**config.mk**
```make
export PLATFORM = sky130hd
export DESIGN_NAME = universal_range_counter
export DESIGN_NICKNAME = d
export VERILOG_FILES = /design/src/rtl/universal_range_counter.sv
export SDC_FILE = /design/constraint.sdc
export NUM_CORES = 1
export LEC_CHECK = 0
export CAP_MARGIN = 25
export CORE_UTILIZATION = 25
export CTS_BUF_LIST = sky130_fd_sc_hd__clkbuf_4 sky130_fd_sc_hd__clkbuf_8
export CTS_CLUSTER_DIAMETER = 80
export CTS_CLUSTER_SIZE = 12
export DETAILED_ROUTE_END_ITERATION = 12
export PLACE_DENSITY = 0.44
export SYNTH_ARGS = -nofsm -noshare
export SYNTH_HDL_FRONTEND = slang
export SYNTH_SLANG_ARGS = --single-unit
export TNS_END_PERCENT = 5
```
**constraint.sdc**
```tcl
create_clock -name clk -period 6.7 [get_ports clk]
set_input_delay 1.34 -clock clk [delete_from_list [all_inputs] [get_ports clk]]
set_output_delay 1.34 -clock clk [all_outputs]
set_load 0.1 [all_outputs]
```
**src/rtl/universal_range_counter.sv**
```systemverilog
// universal_range_counter: up/down counter between programmable bounds lo..hi
// with a programmable step and wrap / saturate / one-shot end-of-range modes.
// tick pulses (registered) on every boundary event; done flags the one-shot
// HALT state.
module universal_range_counter #(
  parameter int N = 8,
  parameter int S = 4
) (
  input  logic         clk,
  input  logic         reset,
  input  logic         syn_clr,
  input  logic         load,
  input  logic         en,
  input  logic         up,
  input  logic [1:0]   mode,
  input  logic [S-1:0] step,
  input  logic [N-1:0] lo,
  input  logic [N-1:0] hi,
  input  logic [N-1:0] d,
  output logic [N-1:0] q,
  output logic         max_flag,
  output logic         min_flag,
  output logic         tick,
  output logic         done,
  output logic         cfg_err
);

  localparam logic [0:0] RUN  = 1'b0;
  localparam logic [0:0] HALT = 1'b1;

  logic [N-1:0] q_q, q_d;
  logic         tick_q, tick_d;
  logic [0:0]   state_q, state_d;

  // N+1-bit operands so sums/differences never wrap silently
  logic [N:0] q_ext, lo_ext, hi_ext, step_ext, up_sum, lo_step;
  logic       is_sat, is_one, in_range, up_bnd, dn_bnd;

  assign q_ext    = {1'b0, q_q};
  assign lo_ext   = {1'b0, lo};
  assign hi_ext   = {1'b0, hi};
  assign step_ext = (N+1)'(step);
  assign up_sum   = q_ext + step_ext;
  assign lo_step  = lo_ext + step_ext;

  // mode 2'b11 falls through to wrap behaviour
  assign is_sat   = (mode == 2'b01);
  assign is_one   = (mode == 2'b10);
  assign in_range = (q_q >= lo) && (q_q <= hi);

  // One-shot halts when the count reaches the bound as well as when it crosses it
  assign up_bnd = is_one ? (up_sum >= hi_ext) : (up_sum > hi_ext);
  assign dn_bnd = is_one ? (q_ext <= lo_step) : (q_ext < lo_step);

  assign cfg_err  = (lo > hi);
  assign max_flag = (q_q == hi);
  assign min_flag = (q_q == lo);
  assign q        = q_q;
  assign tick     = tick_q;
  assign done     = (state_q == HALT);

  // Next-state: syn_clr > load > count > hold
  always_comb begin
    q_d     = q_q;
    tick_d  = 1'b0;
    state_d = state_q;
    if (syn_clr) begin
      q_d     = lo;
      state_d = RUN;
    end else if (load && !cfg_err) begin
      if (d < lo)      q_d = lo;
      else if (d > hi) q_d = hi;
      else             q_d = d;
      state_d = RUN;
    end else if (en && (state_q == RUN) && !cfg_err && (step != '0)) begin
      if (!in_range) begin
        // Out-of-range start snaps to the bound we are heading away from
        q_d = up ? lo : hi;
      end else if (up) begin
        if (up_bnd) begin
          tick_d = 1'b1;
          q_d    = (is_sat || is_one) ? hi : lo;
          if (is_one) state_d = HALT;
        end else begin
          q_d = up_sum[N-1:0];
        end
      end else begin
        if (dn_bnd) begin
          tick_d = 1'b1;
          q_d    = (is_sat || is_one) ? lo : hi;
          if (is_one) state_d = HALT;
        end else begin
          q_d = q_q - N'(step);
        end
      end
    end
  end

  // State registers, async active-low reset
  always_ff @(posedge clk or negedge reset) begin
    if (!reset) begin
      q_q     <= '0;
      tick_q  <= 1'b0;
      state_q <= RUN;
    end else begin
      q_q     <= q_d;
      tick_q  <= tick_d;
      state_q <= state_d;
    end
  end

endmodule

```
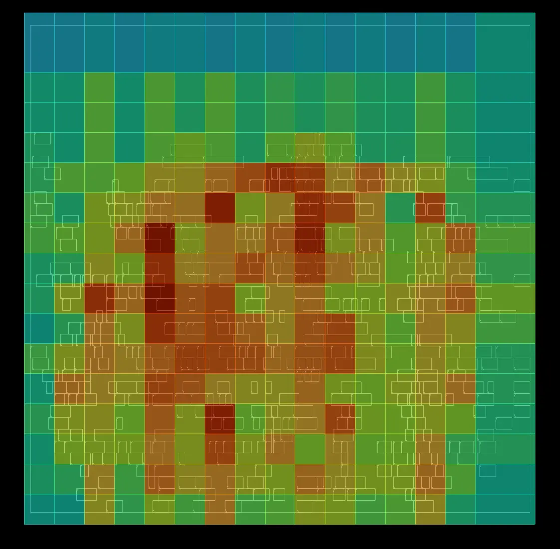
Figure 1: run 1, track usage over the die.
GR peak layer: met2
Final Util: 0.312

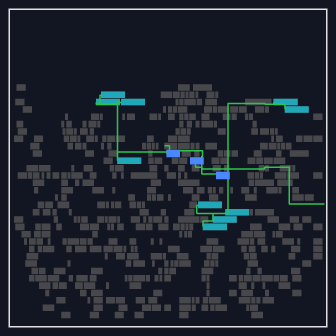
Figure 2: run 1, clock wires, drivers and flops.
[cells driving clock nets] blue | count: 3
[flip-flops] cyan | count: 10
[clock wires] green | length: 246 µm
routed clock nets	4

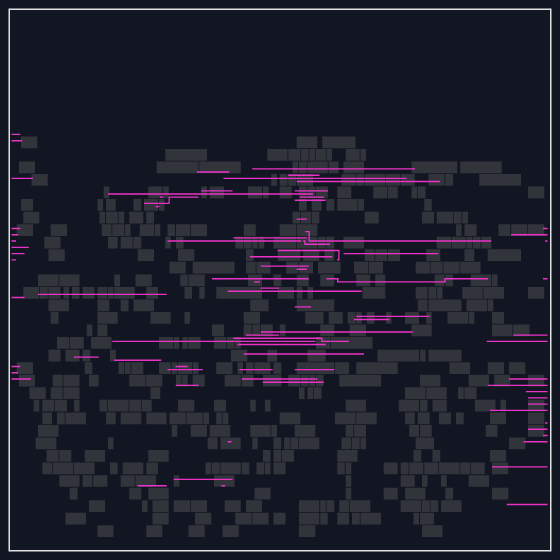
Figure 3: run 1, met3 routing.
longest straight run	44.2 µm
nets with wire on the layer	69
wire length on this layer	881 µm
share of all routed wire	6.7%
main direction	horizontal
total detailed-routing wirelength: 13.1 mm
via count: 3374
GRT met3 Usage: 0.0314

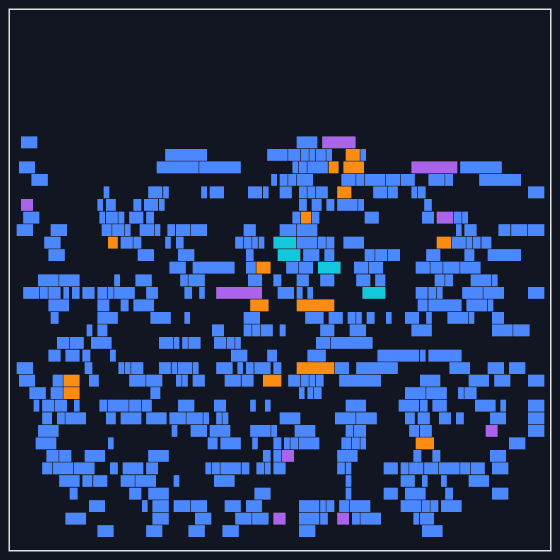
Figure 4: run 1, cell sizes after repair.
size	color	cells	share
drive 3 to 4	purple	9	2.0%
drive 2	orange	15	3.3%
drive 6 and up	cyan	4	0.89%
drive 1 or less	blue	421	94%

==> writeup.txt, run 1 <==
The tools report the power dissipated in combinational cells as 594 µW. The run finished with clean final reports. Number of buffers on the longest clock path: 2.

Entering global routing, the biggest net connects 26 pins. The most frequently used library cell after synthesis is sky130_fd_sc_hd__ha_1. The dominant logic cell type in the layout was sky130_fd_sc_hd__ha_1. The setup path with the least slack is of type in2reg. The clock buffer count from CTS was 3.

The run gives 3269 as the via count of the first global-routing pass. Per the run report, area growth between synthesis and finish was 20.3%. The CTS H-tree depth is 1. For the placed instance count, the log shows 617. The run gives 21.0 µm for the mean routed wirelength per cell. Hold-check failures listed in the final report amount to 0.

In this design, the stage delay of the slowest critical-path cell is 0.63 ns. The first global-routing pass estimated 19.8 mm of wire. The multiplexer fraction of the synthesized cell area came out at 0.0847. The max-slew headroom at the worst pin was 0.354; the count of antenna-violating nets left after detailed routing was 0. The largest individual stage delay along the critical path comes from the cell sky130_fd_sc_hd__clkdlybuf4s50_1. After technology mapping, the gate count stands at 413.

By area, multi-input combinational cells come first. Post-synthesis async set-or-reset flop share: 1.00. The run gives 1357 as the count of filler cells inserted in the layout. The aggregate global-route resource usage is 0.198, and the clock transition at the registers of the reported paths is 0.06 ns. Startpoint of the most critical setup path: lo[0].

Pin placement for this block handled 49 I/O pins. The worst hold path startpoint was done. With the logic depth of the worst setup path including buffers at 15, the number of cells traversed by the worst register-to-register path is 13. The chip area line in the Yosys stat output reads 3310 µm².
Figure 5. Gate-type map (run 1).
Bar = 20 µm.
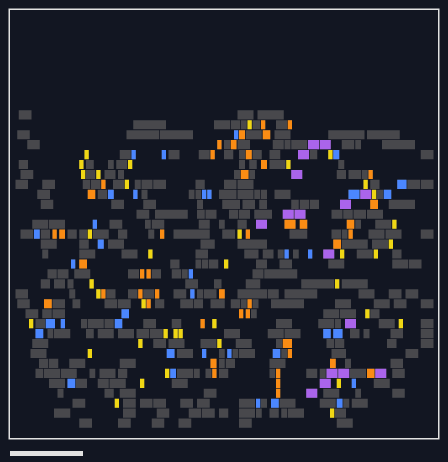

## Run 2: what changed since run 1
PLACE_DENSITY = 0.45   (was 0.44)
clock period = 4.75 ns   (was 6.7 ns; I/O delays follow)
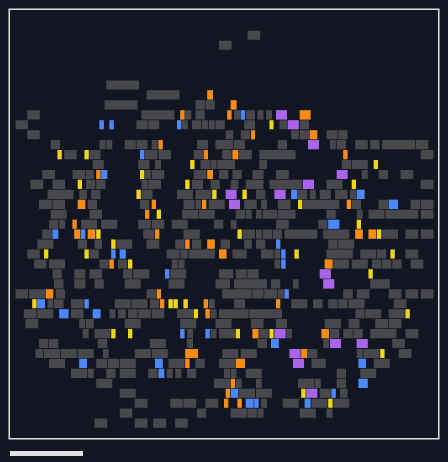
Figure 6: run 2, gate-type map.
Bar = 20 µm.
family	color	cells	most used
NAND gates	blue	36	nand2_1
inverters	yellow	38	inv_1
NOR gates	orange	45	nor2_1
XOR/XNOR gates	purple	16	xnor2_1
most used logic cell in the final layout: sky130_fd_sc_hd__ha_1
final instance count without filler cells: 660
fraction of area in multi-input gates: 0.662

==> writeup.txt, run 2 <==
The longest incremental delay of any stage on the critical path is reported as 0.47 ns. The run gives 3310 µm² for the post-synthesis chip area from yosys. For the worst min-delay path, the startpoint reported by OpenROAD is done. The flow ran to the end, and the final reports show no timing, DRC or antenna violations. For this sky-water flow run, the detailed-routed wirelength per cell is reported as 20.1 µm. Entering global routing, the biggest net connects 26 pins. The tools report the overall routed net length as 13.2 mm. Global routing's busiest layer: met2. The logic depth of the worst setup path including buffers was 15.

The critical path in this run is classified as in2reg. With the max-slew headroom at the worst pin at 0.350, the clock transition at the registers of the reported paths is 0.06 ns. The final timing report lists a hold violation count of 0.

The number of cells traversed by the worst register-to-register path was 13. In this run, placement finished with an instance count of 656. The count of filler cells inserted in the layout is 1360. Final core utilization: 0.337. The dominant kind of cell was multi-input combinational cells. The clock buffer count from CTS came out at 3.

For this block, the via count after detailed routing is 3540.
Figure 7. Met3 routing (run 2).
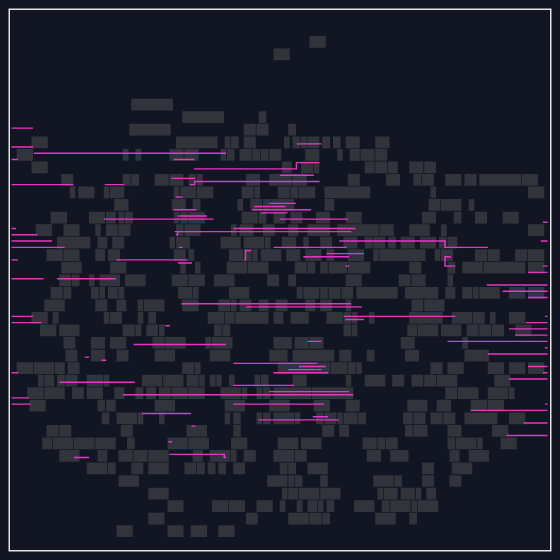

## Run 3: what changed since run 2
CTS_BUF_LIST = sky130_fd_sc_hd__clkbuf_16   (was sky130_fd_sc_hd__clkbuf_4 sky130_fd_sc_hd__clkbuf_8)
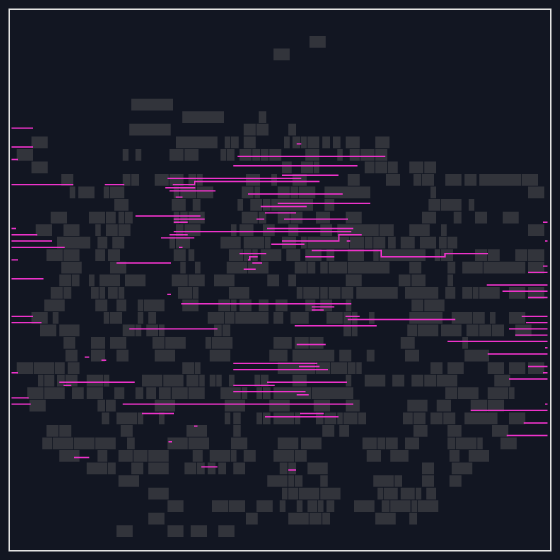
Figure 8: run 3, met3 routing.
nets with wire on the layer	83
share of all routed wire	6.9%

==> writeup.txt, run 3 <==
The run finished with clean final reports. The via count of the first global-routing pass was 3585; the total power density per cell area was 287 nW/µm². The count of filler cells inserted in the layout is 1356, and the row count is 41. The area added between synthesis and finish came out at 31.1%. For the clock buffer count from CTS, the log shows 3. With the share of the final layout cell area in multi-input gates at 0.658, the total via count after detailed routing is 3566. The setup-violating endpoint count in the final report is 0, and the clock-cell share of area is 0.0182. Multiplexer fraction of the synthesized cell area: 0.0847.

The tools report the CTS H-tree depth as 1. Leaving out fill and tap cells, the most frequent cell in the layout is sky130_fd_sc_hd__ha_1. With the clock insertion delay at the later pin of the skew report at 0.24 ns, the number of cells traversed by the worst register-to-register path is 13.

Per the post-synthesis report, the number of cells in the design is 413. The global-route wire length before repair was 20.3 mm. Entering global routing, the biggest net connects 26 pins. The run gives 0.259 as the starting utilization of the core area.

The aggregate global-route resource usage came out at 0.202. The run gives 0 as the number of failing hold endpoints at the final stage. Detailed placement finished with a half-perimeter wire length of 11.0 mm. The startpoint of the most critical setup path was step[0].

The mean routed wirelength per cell is 20.0 µm. The largest single stage delay on the critical path is 0.47 ns. Prior to clock tree synthesis, the placed netlist has a worst setup slack of -0.102 ns.

The inverter tally of the final layout excluding the clock network works out to 38. Per the OpenROAD timing report, the critical path contains 15 cells. With the max-slew headroom at the worst pin at 0.350, the number of buffers on the longest clock path is 2. The global routing stage identified its most utilized layer as met2. The power dissipated in combinational cells came out at 946 µW. Type of the worst setup path: in2reg. The worst path meets setup with 0.156 ns of slack. The run gives 661 for the post-layout instance count excluding filler cells. Nets still carrying antenna violations after routing amount to 0.

The number of buffers inserted by hold repair at cts is 0, and the sequential logic power is 141 µW. In the detailed route, the total length drawn on met3 is 919 µm. Wires add up to 13.2 mm. The highest-delay cell along the critical path is sky130_fd_sc_hd__clkdlybuf4s50_1. With the post-synthesis chip area from yosys at 3310 µm², the clock transition at the registers of the reported paths is 0.05 ns. 49 I/O pins were placed.
Power figures rest on the tool's default switching activity, not on a simulated workload.
